==> config.mk <==
export PLATFORM = sky130hd
export DESIGN_NAME = i4004_bus_master
export DESIGN_NICKNAME = d
export VERILOG_FILES = /design/src/rtl/i4004_bus_master.sv
export SDC_FILE = /design/constraint.sdc
export NUM_CORES = 1
export LEC_CHECK = 0
export ABC_AREA = 1
export CAP_MARGIN = 5
export CORE_MARGIN = 2
export CORE_UTILIZATION = 48
export DETAILED_ROUTE_END_ITERATION = 7
export PLACE_DENSITY = 0.78
export SLEW_MARGIN = 30
export SYNTH_ARGS = -nofsm -noshare
export SYNTH_HDL_FRONTEND = slang
export SYNTH_SLANG_ARGS = --single-unit
export TNS_END_PERCENT = 50
==> constraint.sdc <==
create_clock -name clk -period 1.91 [get_ports clk]
set_clock_uncertainty 0.1 [all_clocks]
set_input_delay 0.4775 -clock clk [delete_from_list [all_inputs] [get_ports clk]]
set_output_delay 0.4775 -clock clk [all_outputs]
set_load 0.01 [all_outputs]
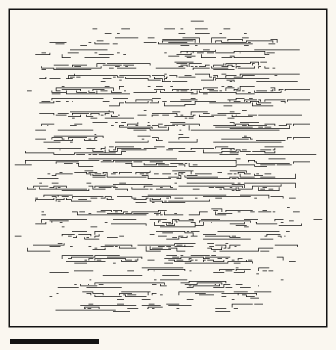
**Above:** run 1 (the metal 1 layer).
Bar = 20 microns.
main direction: horizontal
nets with wire on the layer: 390
wire length on this layer: 2530 microns
share of all routed wire: 43%
total wire length: 5.829 mm
M1 GR Usage: 0.2818
Via Count: 2256

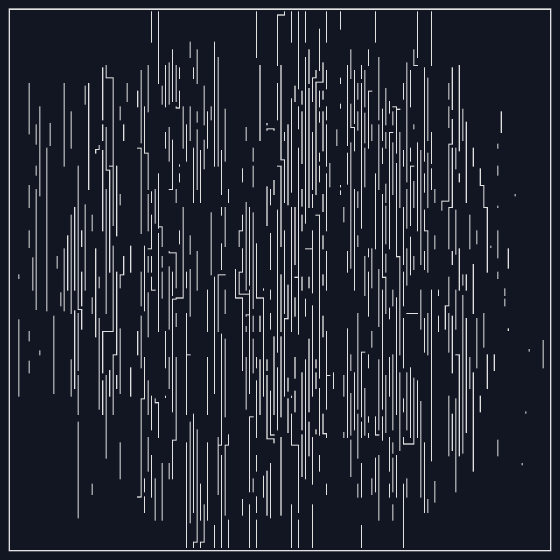
**Above:** run 1 (M2 wires).
longest straight run: 24.5 microns
main direction: vertical
nets with wire on the layer: 349
share of all routed wire: 50%
wire length on this layer: 2920 microns
met2 demand-to-capacity share in global routing: 0.4143

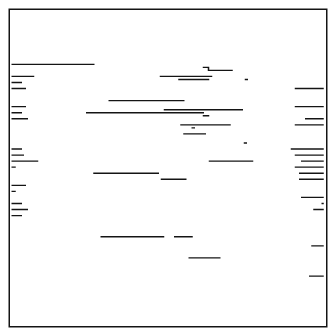
**Above:** run 1 (met3 routing).
longest straight run: 26.2 microns
share of all routed wire: 4.9%
main direction: horizontal
wire length on this layer: 287 microns
met3 routing resource usage after global routing: 0.04416

==> run notes, run 1 <==
Physical implementation

The number of buffers and inverters on the critical path is 3. Per the GRT congestion report, total overflow comes to 0. Buffers inserted during clock tree synthesis total 5. The final HPWL from detailed placement is 4.000 mm. The leakage component of the power was reported as 1.461 nW. In the finished design, the share of the clock period the worst path needs comes to 1.121. Per Yosys stat, the portion of area used by sequential elements is 0.4084. Sorting the synthesis cell report by count puts at the top nor2_1. The number of different library cells in the post-synthesis netlist is 25. Once detail routing completed, the nets flagged for antenna violations numbered 0. The first global-routing pass estimated 9.370 mm of wire.

The total power consumption of the routed design is 0.002028 W. For this run, the leading register cell type out of synthesis is dfxtp_1. Among cell families on the critical path, the largest total delay comes from simple AND/OR/NAND/NOR gates. The power density over the cells is 620.0 nW/um^2. The total global-route track usage is 0.2304.

Per the post-place timing report, worst setup slack is -378.1 ps. The layout overhead on the synthesized area is 51.62%. Averaged over all synthesized cells, the footprint is 7.214 sq um. The maximum cell stage delay along the critical path is 350 ps. Once placement completed, the tool counted placed cells totaling 437. After its last routability iteration, the placer logged a weighted congestion of 0.8656. The logs give a warning total of 28. The DRC marker count from the first detailed-route iteration is 76. The worst setup path is launched from a register. Entering global routing, the biggest net connects 18 pins. In the setup report, the worst path falls into the class register to primary output.

In this run the deepest clock path goes through 2 buffers. The worst path in the final design needs a cycle of 2141 ps, including I/O delays and setup. The pin slew with the least headroom to its limit is 247.7 ps. The headroom to the max-slew limit is 0.8333. Setup repair after global routing could not meet its margin everywhere. The script logs the mean routed wire length per placed instance as 12.87 microns.

Measured in cells, the most critical reg-to-reg path has a length of 8. The via count of the first global-routing pass is 2156. Sorting the synthesized cells by how often they occur yields nor2_1 (68), nand2_1 (52), dfxtp_1 (44). The final report lists the setup-violating endpoint count as 8.

The post-cts hold-fix buffer tally is 0. The largest individual stage delay along the critical path comes from the cell dfxtp_2. The final-report max-slew violation count is 0. For this design, Yosys synthesis ends with a cell count of 299. After floorplanning, the die was sized to cover 5046 sq um. Counting flops with an async set or reset pin after synthesis yields a share of 0. The worst path setup slack after routing is -231.3 ps. The synthesis warning total is 0. According to the timing report, the data required time at the worst endpoint equals 1330 ps.

The cell depth of the worst setup path is 10. The share of the core area taken by cells at floorplan is 0.4954. The flip-flop count of the largest register after layout is 12. Ranked by total cell area, the synthesized netlist is headed by dfxtp_1 (41%), nor2_1 (12%), nand2_1 (9.0%), o21ai_0 (4.9%), nand3_1 (4.6%). The final reports fail on negative setup slack.

Counting flops with a built-in enable in the synthesized netlist gives 0. The number of endpoints with negative hold slack in the final report is 0. The number of search-and-repair iterations in the first detailed-routing pass is 4.

When the netlist entered floorplanning its net count stood at 330. The flow ran to the end, but the final reports show violations. The critical path goes through nor2_4 -> nand2_2 -> nor2_4 -> buf_6 -> buf_6 -> nand3_2 -> nand2_2 -> nor2_2 -> nand2_1 -> buf_2.

The insertion delay of the later-clocked pin in the worst-skew pair is 300 ps. 56 I/O pins were placed. STA classifies the critical path endpoint as a primary output. The type of the tightest min-delay check is register to register. Summing every instance area after synthesis gives 2157 sq um. The number of filler instances in the final layout is 323. The count of non-filler cells in the finished layout is 453. The finished cells cover 3271 sq um. The total clock sinks is 44. The post-synth register bit count is 44.

The clock tree from TritonCTS is done. According to the finish report, the design has a final net count of 431. dfxtp_1 takes more of the synthesized area than any other cell.
==> run 1: metrics by stage <==
stage               utilization  TNS (ps)
floorplan                     -         0
global placement         0.6891     -2068
detailed placement       0.6891     -2181
CTS                      0.7305    -769.8
global route             0.7511     -1605
finish                   0.7511    -983.2
==> run 1: cell families (layout without fill, tap and decap cells) <==
group	Yosys count	in the layout	share of synthesized area
flip-flops	44	44	0.4084
buffers and inverters	39	141	0.08816
AND/OR/NAND/NOR	172	172	0.3846
AND-OR/OR-AND	44	44	0.1189
==> run 1: cell type report <==
class                      instances  area (sq um)  share of cell area
multi-input combinational        216          1169              0.3573
tap                               52         65.06             0.01989
timing repair buffer             104         898.4              0.2747
clock buffer                       7         96.34             0.02946
sequential                        44         899.6              0.2751
inverter                          29         112.6             0.03443
clock inverter                     1         30.03            0.009181
==> run 1: report_power, final <==
part | total (W) | switching (W) | leakage, nW | internal (W)
clock | 0.000778 | 0.000316 | 0.0645 | 0.000462
sequential | 0.000956 | 0.0000179 | 0.361 | 0.000938
combinational | 0.000294 | 0.000147 | 1.04 | 0.000147
==> run 1: placed cells by master, fill, tap and decap left out, types with 4 or more instances in the layout <==
cell type	synthesis	layout
a21oi_1	9	9
nor2_2	6	10
inv_2	6	6
buf_4	3	48
nand3_1	20	14
o21ai_0	21	21
clkdlybuf4s50_1	0	41
dfxtp_1	44	37
dfxtp_4	0	4
a21oi_2	9	9
inv_1	22	21
nand3_2	9	15
o21ai_1	4	4
nor2_4	4	8
nand2_2	4	9
buf_2	0	6
nand2_1	52	47
nor2_1	68	60
clkbuf_8	0	7
buf_6	2	5
==> run 1: per-layer routing <==
| layer | up-vias | global-route usage | part of all wire | wire length (microns) |
|---|---|---|---|---|
| li1 | 1155 | - | - | - |
| met1 | 1031 | 0.2818 | 0.43 | 2525 |
| met2 | 57 | 0.4143 | 0.50 | 2915 |
| met3 | 13 | 0.04416 | 0.049 | 286 |
| met4 | 0 | 0.06080 | 0.017 | 102 |
| met5 | - | 0 | 0 | 0 |
==> run 1: worst register-to-register path, delay by kind of cell (launching register included) <==
kind            cells  cell delay [ps]
buf+inv             4              550
flops               1              380
compound gates      2              280
simple gates        2              180
==> run 1: timing repair <==
item	4_1_cts	5_1_grt
resized	62	19
pin swaps	10	13
gates cloned	0	0
setup endpoints to repair	14	12
setup buffers	4	4
**Run 1: routing congestion**

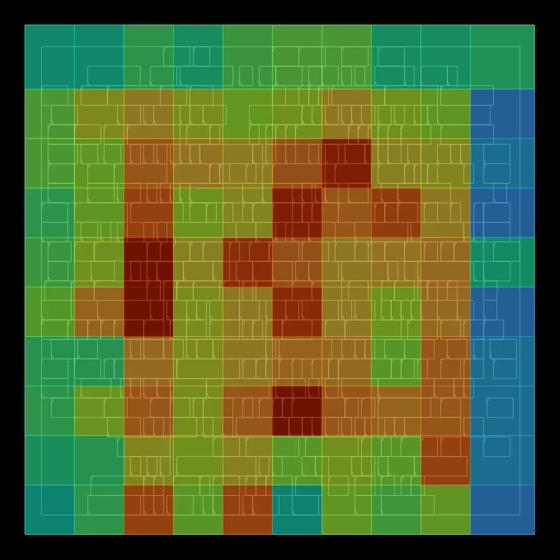

--- run 2 (diff from run 1) ---
CAP_MARGIN = unset   (was 5)
CORE_ASPECT_RATIO = 1.75   (was unset)
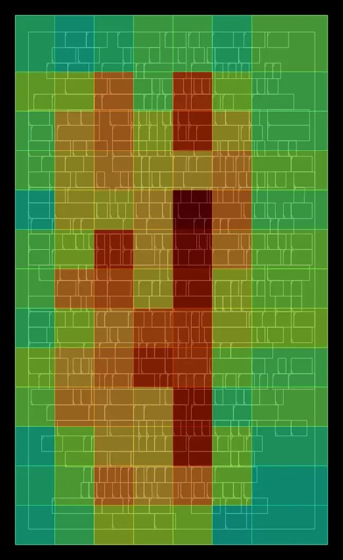
**Above:** run 2 (routing congestion).
met3 routing resource usage after global routing: 0.04516
Core Util, Final: 0.7440

==> run 2 against run 1 <==
The run still ends with negative setup slack left. Combinational power up 4%. Critical endpoint unchanged. Sequential share of layout area increased by 0.20 points. Final cell count down 0.66%. Via count rose by 0.62%. Synthesized cell count unchanged. Sequential cell count unchanged. First-iteration DRC count shrank 38%. Synthesized area unchanged. Total power fell by 8.2%. Worst setup slack improved by 94 ps. Clock-buffer cell count rose by 1. Non-clock buffer count down 2.
==> run notes, run 2 <==
Physical implementation

The minimum setup slack among reg-to-reg paths is 280 ps (was 300 ps). The H-tree depth is 2 (unchanged). The share of cells above drive strength 1 is 0.3409 (was 0.3441). The number of cell instances after yosys synthesis is 299 (unchanged). The critical path start-end classification is register to primary output (unchanged).

The routed length per instance is 13.23 microns (was 12.87 microns). The cell type with the largest total area is dfxtp_1 (unchanged). The final HPWL from detailed placement is 4.220 mm (was 4.000 mm). Run status: finished, violations left (unchanged).

The post-layout minimum cycle time is 2048 ps (was 2141 ps). The aggregate negative setup slack was -691.6 ps (was -983.2 ps). The total global-route track usage is 0.2535 (was 0.2304).

The DRC marker count from the first detailed-route iteration is 47 (was 76). The element type at the critical path start is a register (unchanged). The commonest register cell after synthesis is dfxtp_1 (unchanged). The total power consumption of the routed design is 0.001862 W (was 0.002028 W). The static leakage is 1.463 nW (was 1.461 nW).

The number of max-cap violations came to 0 (unchanged). The maximum clock frequency is 488.3 MHz (was 467.0 MHz). The via count is 2270 (was 2256). The cell at the root of the clock tree was clkbuf_8 (unchanged). The synthesized area is 2157 sq um (unchanged). The number of antenna violations at the first check in global routing came to 0 (unchanged). The register share after synthesis was 0.4084 (unchanged). The net count after synthesis is 330 (unchanged).

The number of OpenROAD warnings was 28 (unchanged). The total clock sinks is 44 (unchanged). Top cells by count: nor2_1 (68), nand2_1 (52), dfxtp_1 (44) (unchanged).

The final-report max-slew violation count is 0 (unchanged). The count of non-filler cells in the finished layout is 450 (was 453). The via count of the first global-routing pass came to 2122 (was 2156). The power density over the cells is 573.6 nW/um^2 (was 620.0 nW/um^2). Commonest non-fill, non-tap cells in the layout: nor2_1 (59), nand2_1 (46), clkdlybuf4s50_1 (40), buf_4 (40), dfxtp_1 (37) (was nor2_1 (60), buf_4 (48), nand2_1 (47)). RSZ-0062 raised after global routing: yes (unchanged). The most instantiated logic cell after routing was nor2_1 (unchanged). The share of flip-flops with an asynchronous set or reset was 0 (unchanged). The clock tree from TritonCTS is done (unchanged). The pin slew with the least headroom to its limit was 240.9 ps (was 247.7 ps). The busiest layer in global routing is met2 (unchanged).

The count of inserted antenna diode cells came to 0 (unchanged). The net count reported at finish came to 429 (was 431). The pin count of the biggest net entering global routing came to 18 (unchanged). The flip-flop count of the largest register after layout is 12 (unchanged). The total placed cells including tap cells came to 435 (was 437).

The floorplan row count is 32 (was 24). The count of port buffers added during placement is 55 (unchanged). The boundary pin count is 56 (unchanged). The worst-case reg-to-reg path depth was 9 (was 8). The post-route clock period utilization is 1.072 (was 1.121).

The area inside the core boundary is 4364 sq um (was 4354 sq um). The synthesized area per cell was 7.214 sq um (unchanged). The data arrival time of the critical path was 1470 ps (was 1560 ps).

The height of the die is 92.68 microns (was 71.04 microns). The maximum fanout along the worst path is 5 (was 3). The global-route met1 utilization came to 0.2802 (was 0.2818).

The number of search-and-repair iterations in the first detailed-routing pass came to 4 (unchanged). The worst path setup slack after routing is -137.7 ps (was -231.3 ps). The number of buffers between clock root and the deepest sink is 2 (unchanged).

The most used standard cell by instance count after synthesis is nor2_1 (unchanged). The met2 global-route usage is 0.4444 (was 0.4143). The number of different library cells in the post-synthesis netlist is 25 (unchanged). The global-route congestion overflow total is 0 (unchanged). The total routed wirelength was 5.954 mm (was 5.829 mm).

The weighted congestion reported at the end of routability-driven placement is 0.9086 (was 0.8656). The number of synthesized flops with an enable pin is 0 (unchanged). The number of antenna-violating nets in the routed design is 0 (unchanged). Violated checks: negative setup slack (unchanged). The number of endpoints with negative hold slack in the final report is 0 (unchanged). The number of cells on the worst hold path is 2 (unchanged). The number of setup violations in the final report is 7 (was 8).

Dominant cells by area after synthesis: dfxtp_1 (41%), nor2_1 (12%), nand2_1 (9.0%), o21ai_0 (4.9%), nand3_1 (4.6%) (unchanged). The synthesis-stage register bit count is 44 (unchanged). The global-route wire length before repair is 9.466 mm (was 9.370 mm).

The synthesis warning total is 0 (unchanged). The total cell area reported by yosys after synthesis is 2157 sq um (unchanged). The type of the tightest min-delay check is register to register (unchanged). The synthesized instance count was 299 (unchanged).

The die outline width is 54.68 microns (was 71.04 microns). The layout overhead on the synthesized area was 50.52% (was 51.62%). The pre-CTS setup slack is -393.7 ps (was -378.1 ps). The nature of the critical path endpoint is a primary output (unchanged). The data required time at the worst endpoint is 1330 ps (about the same). The headroom to the max-slew limit was 0.8377 (was 0.8333).

The DRC violations left is 0 (unchanged). The total die area is 5067 sq um (was 5046 sq um). The detail-routed via count per cell is 5.044 (was 4.980). The number of buffers inserted during clock tree synthesis is 5 (unchanged). The insertion delay of the later-clocked pin in the worst-skew pair came to 290 ps (was 300 ps). The portion of synthesized cell area occupied by the leading cell type is 0.4084 (unchanged). The initial core utilization is 0.4943 (was 0.4954). The clock edge transition at the registers on the reported setup and hold paths came to 80 ps (about the same).
run 2: cell counts after synthesis:
Identical to the previous run, type by type.
run 2: final cells by class:
type                       instances  area (sq um)
timing repair buffer             102         899.6
inverter                          29         115.1
clock buffer                       8         90.09
multi-input combinational        216          1179
tap                               51         63.81
fill                             333          1117
sequential                        44         899.6
run 2: what timing repair did:
action                                  4_1_cts  5_1_grt
endpoints found under the setup margin       13       12
hold buffers                                  0        0
setup buffers                                 7        1
pin swaps                                    12       11
gates resized                                72       23
run 2: cell families (layout without fill, tap and decap cells):
family / after synthesis / count (layout) / synth area share
flops: 44 / 44 / 0.4084
compound gates: 44 / 44 / 0.1189
simple gates: 172 / 172 / 0.3846
buf+inv: 39 / 139 / 0.08816
run 2: where the power goes:
group,switching (W),internal (W)
Sequential,0.0000220,0.000938
Clock,0.000302,0.000295
Combinational,0.000151,0.000154
run 2: routing by layer:
layer  share of wire  vias to the layer above
met1            0.39                     1046
met4           0.026                        0
li1                -                     1150
met5               0                        -
met2            0.55                       58
met3           0.033                       16
run 2: critical path: stages, from the launching register on:
cell and delay [ps]:
dfxtp_4 380, inv_4 80, nand2_2 80, nor2_4 150
buf_6 130, inv_1 40, nor2_1 90, nor2_1 50
nand2_1 50, buf_2 130
run 2: stage by stage:
| step | instance area [sq um] | hold slack [ps] | utilization |
|---|---|---|---|
| after global routing | 3247 | 390.2 | 0.7440 |
| after floorplan | 2157 | 330.1 | - |
| after detailed placement | 2992 | 360.1 | 0.6855 |
| final | 3247 | 374.1 | 0.7440 |
| after CTS | 3164 | 372.7 | 0.7251 |
| after global placement | 2992 | 357.7 | 0.6855 |
Power is estimated from default activity; no workload was simulated.
